### config.mk
export PLATFORM = sky130hd
export DESIGN_NAME = instr_fetch
export DESIGN_NICKNAME = d
export VERILOG_FILES = /design/src/rtl/vtisa_pkg.sv /design/src/rtl/fetch_buf.sv /design/src/rtl/instr_fetch.sv
export SDC_FILE = /design/constraint.sdc
export NUM_CORES = 1
export LEC_CHECK = 0
export CAP_MARGIN = 20
export CORE_AREA = 4 4 61 63
export DETAILED_ROUTE_END_ITERATION = 8
export DIE_AREA = 0 0 65 67
export GPL_TIMING_DRIVEN = 0
export HOLD_SLACK_MARGIN = 0.08
export PLACE_DENSITY = 0.81
export SYNTH_ARGS = -nofsm -noshare
export SYNTH_HDL_FRONTEND = slang
export SYNTH_SLANG_ARGS = --single-unit
### constraint.sdc
create_clock -name clk -period 4.94 [get_ports clk]
set_input_delay 0.494 -clock clk [delete_from_list [all_inputs] [get_ports clk]]
set_output_delay 0.494 -clock clk [all_outputs]
set_load 0.01 [all_outputs]
### src/rtl/vtisa_pkg.sv
// Shared constants and types for the vtisa core front end.
// Define FETCH_PREFETCH_EN for a two-entry fetch buffer (one byte of lookahead).
package vtisa_pkg;

   localparam int ADDR_W_DEFAULT = 8;
   localparam int INSTR_W        = 8;

`ifdef FETCH_PREFETCH_EN
   localparam int FETCH_DEPTH = 2;
`else
   localparam int FETCH_DEPTH = 1;
`endif

   typedef enum logic [1:0] {
      IDLE,
      REQ,
      DRAIN
   } fetch_state_e;

endpackage

### src/rtl/fetch_buf.sv
// Small {instr, pc} FIFO feeding the decoder; entry 0 is always the head.
// Flush beats push; a push into a full buffer is accepted only alongside a pop.
module fetch_buf
   import vtisa_pkg::*;
#(
   parameter int DEPTH  = 2,
   parameter int ADDR_W = 8,
   parameter int CNT_W  = $clog2(DEPTH + 1)
) (
   input  logic               clk,
   input  logic               reset,
   input  logic               push,
   input  logic               pop,
   input  logic               flush,
   input  logic [INSTR_W-1:0] push_instr,
   input  logic [ADDR_W-1:0]  push_pc,
   output logic [INSTR_W-1:0] head_instr,
   output logic [ADDR_W-1:0]  head_pc,
   output logic [CNT_W-1:0]   count
);

   localparam int IDX_W = (DEPTH > 1) ? $clog2(DEPTH) : 1;

   logic [INSTR_W-1:0] instr_q [DEPTH];
   logic [ADDR_W-1:0]  pc_q    [DEPTH];
   logic               do_push;
   logic               do_pop;
   logic [IDX_W-1:0]   wr_idx;

   always_comb begin
      do_pop  = pop && (count != '0);
      do_push = push && ((count != CNT_W'(DEPTH)) || do_pop);
      // Write slot accounts for the shift-down caused by a simultaneous pop.
      wr_idx  = IDX_W'(count - CNT_W'(do_pop));
   end

   // NOTE: storage is reset too, so instr/instr_pc read 0 after reset rather than X.
   always_ff @(posedge clk) begin
      if (reset) begin
         count <= '0;
         for (int i = 0; i < DEPTH; i++) begin
            instr_q[i] <= '0;
            pc_q[i]    <= '0;
         end
      end else if (flush) begin
         count <= '0;
      end else begin
         if (do_pop) begin
            for (int i = 0; i < DEPTH - 1; i++) begin
               instr_q[i] <= instr_q[i+1];
               pc_q[i]    <= pc_q[i+1];
            end
         end
         if (do_push) begin
            instr_q[wr_idx] <= push_instr;
            pc_q[wr_idx]    <= push_pc;
         end
         count <= count + CNT_W'(do_push) - CNT_W'(do_pop);
      end
   end

   assign head_instr = instr_q[0];
   assign head_pc    = pc_q[0];

endmodule

### src/rtl/instr_fetch.sv
// Instruction fetch unit: owns the fetch PC, reads bytes from instruction memory
// over req/ack and hands them to the decoder. Buffer depth set by FETCH_PREFETCH_EN.
module instr_fetch
   import vtisa_pkg::*;
#(
   parameter int                ADDR_W   = ADDR_W_DEFAULT,
   parameter logic [ADDR_W-1:0] RESET_PC = '0
) (
   input  logic               clk,
   input  logic               reset,
   output logic               mem_req,
   output logic [ADDR_W-1:0]  mem_addr,
   input  logic               mem_ack,
   input  logic [INSTR_W-1:0] mem_rdata,
   output logic [INSTR_W-1:0] instr,
   output logic [ADDR_W-1:0]  instr_pc,
   output logic               instr_valid,
   input  logic               instr_ready,
   input  logic               redirect,
   input  logic [ADDR_W-1:0]  redirect_pc
);

   localparam int CNT_W = $clog2(FETCH_DEPTH + 1);

   fetch_state_e      state, state_nxt;
   logic [ADDR_W-1:0] fpc, fpc_nxt;
   logic              issue;
   logic              push;
   logic              pop;
   logic [CNT_W-1:0]  count;
   logic [CNT_W:0]    occupancy;

   // An outstanding (non-stale) request reserves a buffer slot.
   assign occupancy = {1'b0, count} + (CNT_W+1)'(state == REQ);

   // NOTE: every always_comb output gets a default first so no latch is inferred.
   always_comb begin
      state_nxt = state;
      fpc_nxt   = fpc;
      issue     = 1'b0;
      unique case (state)
         IDLE: begin
            if (!redirect && (occupancy < (CNT_W+1)'(FETCH_DEPTH))) begin
               issue     = 1'b1;
               state_nxt = REQ;
               fpc_nxt   = fpc + ADDR_W'(1);
            end
         end
         REQ: begin
            if (mem_ack)       state_nxt = IDLE;
            else if (redirect) state_nxt = DRAIN;
         end
         DRAIN: begin
            if (mem_ack) state_nxt = IDLE;
         end
         default: state_nxt = IDLE;
      endcase
      if (redirect) fpc_nxt = redirect_pc;
   end

   // NOTE: sequential state uses non-blocking assignments only.
   always_ff @(posedge clk) begin
      if (reset) begin
         state    <= IDLE;
         fpc      <= RESET_PC;
         mem_addr <= '0;
      end else begin
         state <= state_nxt;
         fpc   <= fpc_nxt;
         if (issue) mem_addr <= fpc;
      end
   end

   assign mem_req     = (state != IDLE);
   assign push        = (state == REQ) && mem_ack && !redirect;
   assign pop         = instr_valid && instr_ready && !redirect;
   assign instr_valid = (count != '0);

   fetch_buf #(
      .DEPTH  (FETCH_DEPTH),
      .ADDR_W (ADDR_W),
      .CNT_W  (CNT_W)
   ) u_buf (
      .clk        (clk),
      .reset      (reset),
      .push       (push),
      .pop        (pop),
      .flush      (redirect),
      .push_instr (mem_rdata),
      .push_pc    (mem_addr),
      .head_instr (instr),
      .head_pc    (instr_pc),
      .count      (count)
   );

endmodule

Run 1, I/O pins on the die edge:
(6 px per um) Pins as bars across the die edge, other pins in gray.
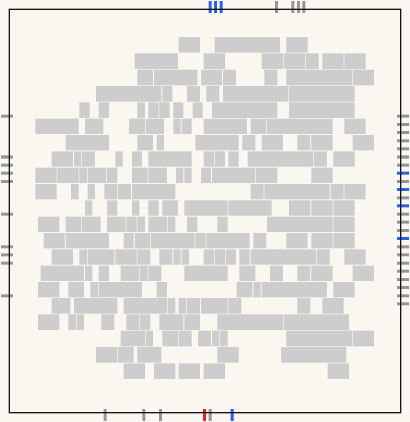
Red shows instr_ready, pins 1, direction input, edge bottom. Blue shows mem_addr, pins 8, direction output, edge 4 right, 3 top, 1 bottom.
All pins by edge: 24 right, 10 left, 7 top, 6 bottom.
die height: 67 um
Die Wd: 65 um
I/O Buffers: 46

Run 1, signal wires by layer:
(4 px per um)
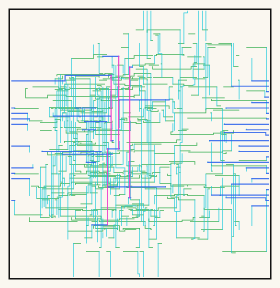
Blue shows met3, wire length 304 um. Magenta shows met4, wire length 91.1 um. Green shows met1, wire length 1340 um. Cyan shows met2, wire length 1590 um.
vias: 1252
GRT Util Overall: 0.1691
WL per Instance: 13.88 um
Final Routed Wirelength: 3.330 mm

Run 1, the clock network:
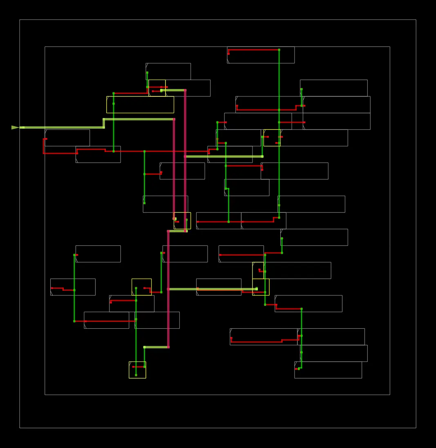
clock-net power: 0.208 mW
CTS Sinks: 35
clock buffers: 5
TritonCTS Buffers: 5
flip-flops: 35

==> results.txt, run 1 <==
Simple share = 0.2101
Tap Count = 46
Antenna cell count = 0
Latency at later pin = 0.35 ns
Row count = 21
Top FF cell, synth = dfxtp_1
CTS tree = done
Die area = 0.004355 mm^2
Largest logic family = simple AND/OR/NAND/NOR gates
Final nets = 215
Mapped cell area = 0.001459 mm^2
Htree depth = 2
Worst-path maximum fanout = 10
CP Cell Sequence = clkdlybuf4s50_1 -> nand3b_1 -> nor4_1 -> clkbuf_1 -> and2_1
Yosys top cell by instances = dfxtp_1
CTS Root Cell = clkbuf_4
Outcome = completed
Slowest CP cell = nor4_1
Syn Nets = 160
Antenna violations before repair = 0
CP max stage delay = 0.84 ns
Layout area overhead = 42.28%
Vias in the first global route = 1238
Routed Antenna Nets = 0
RSZ-0062 raised after global routing = no
Min-delay src = fpc[7]$_SDFFE_PP0P_
Largest class = flip-flops and latches
Inverters excl. clock = 2
GR Overflow Total = 0
GP Congestion = 0.8663
Seq/Total Area, Yosys = 0.5901
Post-synthesis compound-gate area fraction = 0.1321
Setup violations, final = 0
WP data arrival = 2.51 ns
Yosys warning total = 0
Worst-margin pin slew = 0.9936 ns
Most frequent cells in the layout = 46 x clkdlybuf4s50_1, 19 x dfxtp_1, 16 x and2_1, 16 x edfxtp_1, 12 x nand2_1
Highest clock rate = 0.4361 GHz
Hold Path Class = register to register
Flops & latches, synth = 35
Ports = 47
Dpl cells = 231
-- run 1: critical path: cells and delay by family --
family	cells	cell delay [ns]
buffers and inverters	2	0.85
and+or+nand+nor	3	1.16
-- run 1: worst paths after layout --
check | cells after the start | end | slack, ns
worst max-delay path | 5 | u_buf.instr_q[0][3]$_SDFFCE_PN0P_ | 2.65
worst min-delay path | 2 | mem_addr[7]$_SDFFE_PP0P_ | 0.48
worst min register to register | 2 | mem_addr[7]$_SDFFE_PP0P_ | 0.48
worst max register to register | 4 | u_buf.instr_q[0][3]$_SDFFCE_PN0P_ | 2.81
-- run 1: sequential cells by signal (all words and copies together) (netlist names) --
signal / cells
fpc: 8
mem_addr: 8
state: 2
u_buf.count: 1
u_buf.instr_q: 8
u_buf.pc_q: 8
-- run 1: report_power, final --
| part | switching, mW | internal, mW | leakage [nW] |
|---|---|---|---|
| logic | 0.0359 | 0.0448 | 0.362 |
| registers | 0.0112 | 0.317 | 0.323 |
| clock network | 0.101 | 0.106 | 0.0452 |
| total | 0.149 | 0.468 | 0.730 |
-- run 1: layer usage --
layer	routed length, um	track usage	part of all wire
met5	0	0	0
met3	303	0.05396	0.091
met4	91	0.1055	0.027
met2	1594	0.2861	0.48
met1	1342	0.1829	0.40
-- run 1: per-stage QoR --
step	hold WS (ns)	power [mW]	setup slack, ns	utilization	area, um^2
after global routing	0.5171	0.6448	2.434	0.6423	2076
after detailed placement	0.4787	0.4153	2.309	0.6156	1989
final	0.4845	0.6170	2.647	0.6423	2076
after global placement	0.4653	0.4116	1.544	0.6117	1977
after floorplan	0.4402	0.3685	2.543	-	1459
after CTS	0.4917	0.6200	2.670	0.6407	2071
## Run 2: what changed since run 1
--- a/config.mk
+++ b/config.mk
@@ -6,12 +6,12 @@
 export NUM_CORES = 1
 export LEC_CHECK = 0
 export CAP_MARGIN = 20
-export CORE_AREA = 4 4 61 63
+export CORE_AREA = 4 4 65 67
 export DETAILED_ROUTE_END_ITERATION = 8
-export DIE_AREA = 0 0 65 67
+export DIE_AREA = 0 0 69 71
 export GPL_TIMING_DRIVEN = 0
 export HOLD_SLACK_MARGIN = 0.08
-export PLACE_DENSITY = 0.81
+export PLACE_DENSITY = 0.75
 export SYNTH_ARGS = -nofsm -noshare
 export SYNTH_HDL_FRONTEND = slang
 export SYNTH_SLANG_ARGS = --single-unit
==> constraint.sdc (replaced) <==
create_clock -name clk -period 1.95 [get_ports clk]
set_input_delay 0.195 -clock clk [delete_from_list [all_inputs] [get_ports clk]]
set_output_delay 0.195 -clock clk [all_outputs]
set_load 0.01 [all_outputs]
Run 2, placed cells, one color a class:
(4 px per um)
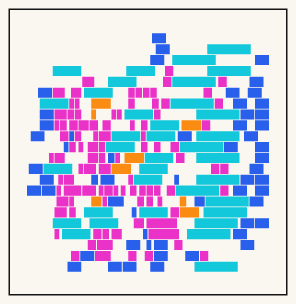
Magenta shows all other logic, cells 95, share of their area 29%. Cyan shows flip-flops, cells 35, share of their area 42%. Orange shows clock drivers and dummy loads, cells 8, share of their area 4.2%. Blue shows other buffers and delay cells, cells 56, share of their area 25%.

==> run 2 against run 1 <==
Non-clock buffer count did not move. Sequential power went up to 2.5 times the previous value. Clock skew fell by 0.0059 ns. Via count decreased by 1.0%. Clock power increased by 140%. Global-route usage is 2.8 points lower. Synthesized cell count unchanged. Power is 150% higher. Critical path depth decreased by 1. Cell count increased by 0.83%. Register-to-register slack got worse by 2.7 ns. Highest routed layer unchanged.
==> results.txt, run 2 <==
Final Routed Wirelength = 3.283 mm (was 3.330 mm)
Mapped cell area = 0.001459 mm^2 (unchanged)
Tap Count = 48 (was 46)
Metal2 WL = 1.606 mm (was 1.594 mm)
I/O Buffers = 46 (unchanged)
Combinational power = 0.209 mW (was 0.0807 mW)
Hold Path Class = register to register (unchanged)
Seq pwr share = 0.544 (was 0.532)
Worst-margin pin slew = 0.5102 ns (was 0.9936 ns)
Antenna cell count = 0 (unchanged)
Yosys warning total = 0 (unchanged)
Htree depth = 2 (unchanged)
DP Worst Slack = -0.4109 ns (was 2.309 ns)
Layout area overhead = 44.34% (was 42.28%)
Comb power frac = 0.136 (was 0.131)
Routed Antenna Nets = 0 (unchanged)
Top FF cell, synth = dfxtp_1 (unchanged)
Final Util = 0.5795 (was 0.6423)
Ports = 47 (unchanged)
Outcome = completed (unchanged)
Clock-net power = 0.491 mW (was 0.208 mW)
Die Wd = 69 um (was 65 um)
WL per Instance = 13.57 um (was 13.88 um)
Syn Nets = 160 (unchanged)
P_sw = 0.3665 mW (was 0.1485 mW)
GP Congestion = 0.8923 (was 0.8663)
Final nets = 215 (unchanged)
[run 2: cell types whose count changed in the layout (fill, tap and decap cells not counted), sizes merged]
cell	previous run	this run
clkbuf	12	13
clkinv	2	1
clkinvlp	0	1
bufinv	1	0
[run 2: worst max-delay path, stage by stage, from the launching register on]
cell and delay, ns:
dfxtp_1 0.45, ha_1 0.21, or4b_1 0.50, or3_1 0.34, a311oi_1 0.25
[run 2: final timing paths]
check	from	to	slack, ns	cells past startpoint
setup reg to reg	fpc[1]$_SDFFE_PP0P_	fpc[6]$_SDFFE_PP0P_	0.1	4
setup / recovery	fpc[1]$_SDFFE_PP0P_	fpc[6]$_SDFFE_PP0P_	0.1	4
hold / removal	mem_addr[3]$_SDFFE_PP0P_	mem_addr[3]$_SDFFE_PP0P_	0.49	2
hold reg to reg	mem_addr[3]$_SDFFE_PP0P_	mem_addr[3]$_SDFFE_PP0P_	0.49	2
[run 2: through the flow]
step / instances / setup TNS, ns / hold WS [ns] / instance area [um^2]
6_report: 242 / 0 / 0.4931 / 2106
5_1_grt: 242 / 0 / 0.5004 / 2106
4_1_cts: 241 / 0 / 0.4890 / 2092
3_5_place_dp: 233 / -7.172 / 0.4743 / 1992
3_3_place_gp: 232 / -10.08 / 0.4549 / 1984
2_1_floorplan: 138 / 0 / 0.2716 / 1464
[run 2: cell families after synthesis]
group | count (synthesis) | share of synthesized area
and+or+nand+nor | 57 | 0.2101
adders and majority gates | 1 | 0.008575
AOI/OAI and AO/OA | 31 | 0.1321
muxes | 2 | 0.01544
DFF | 35 | 0.5900
buffers and inverters | 10 | 0.03173
xor gates and xnor gates | 2 | 0.01201
[run 2: repair_timing]
item                                    CTS  global route
endpoints found under the setup margin   17            10
gates resized                             2             1
setup buffers                             0             0
endpoints found under the hold margin     0             0
cloned                                    0             0
pin swaps                                 0             1
No activity file was given, so power comes from the tool's default toggle rates.
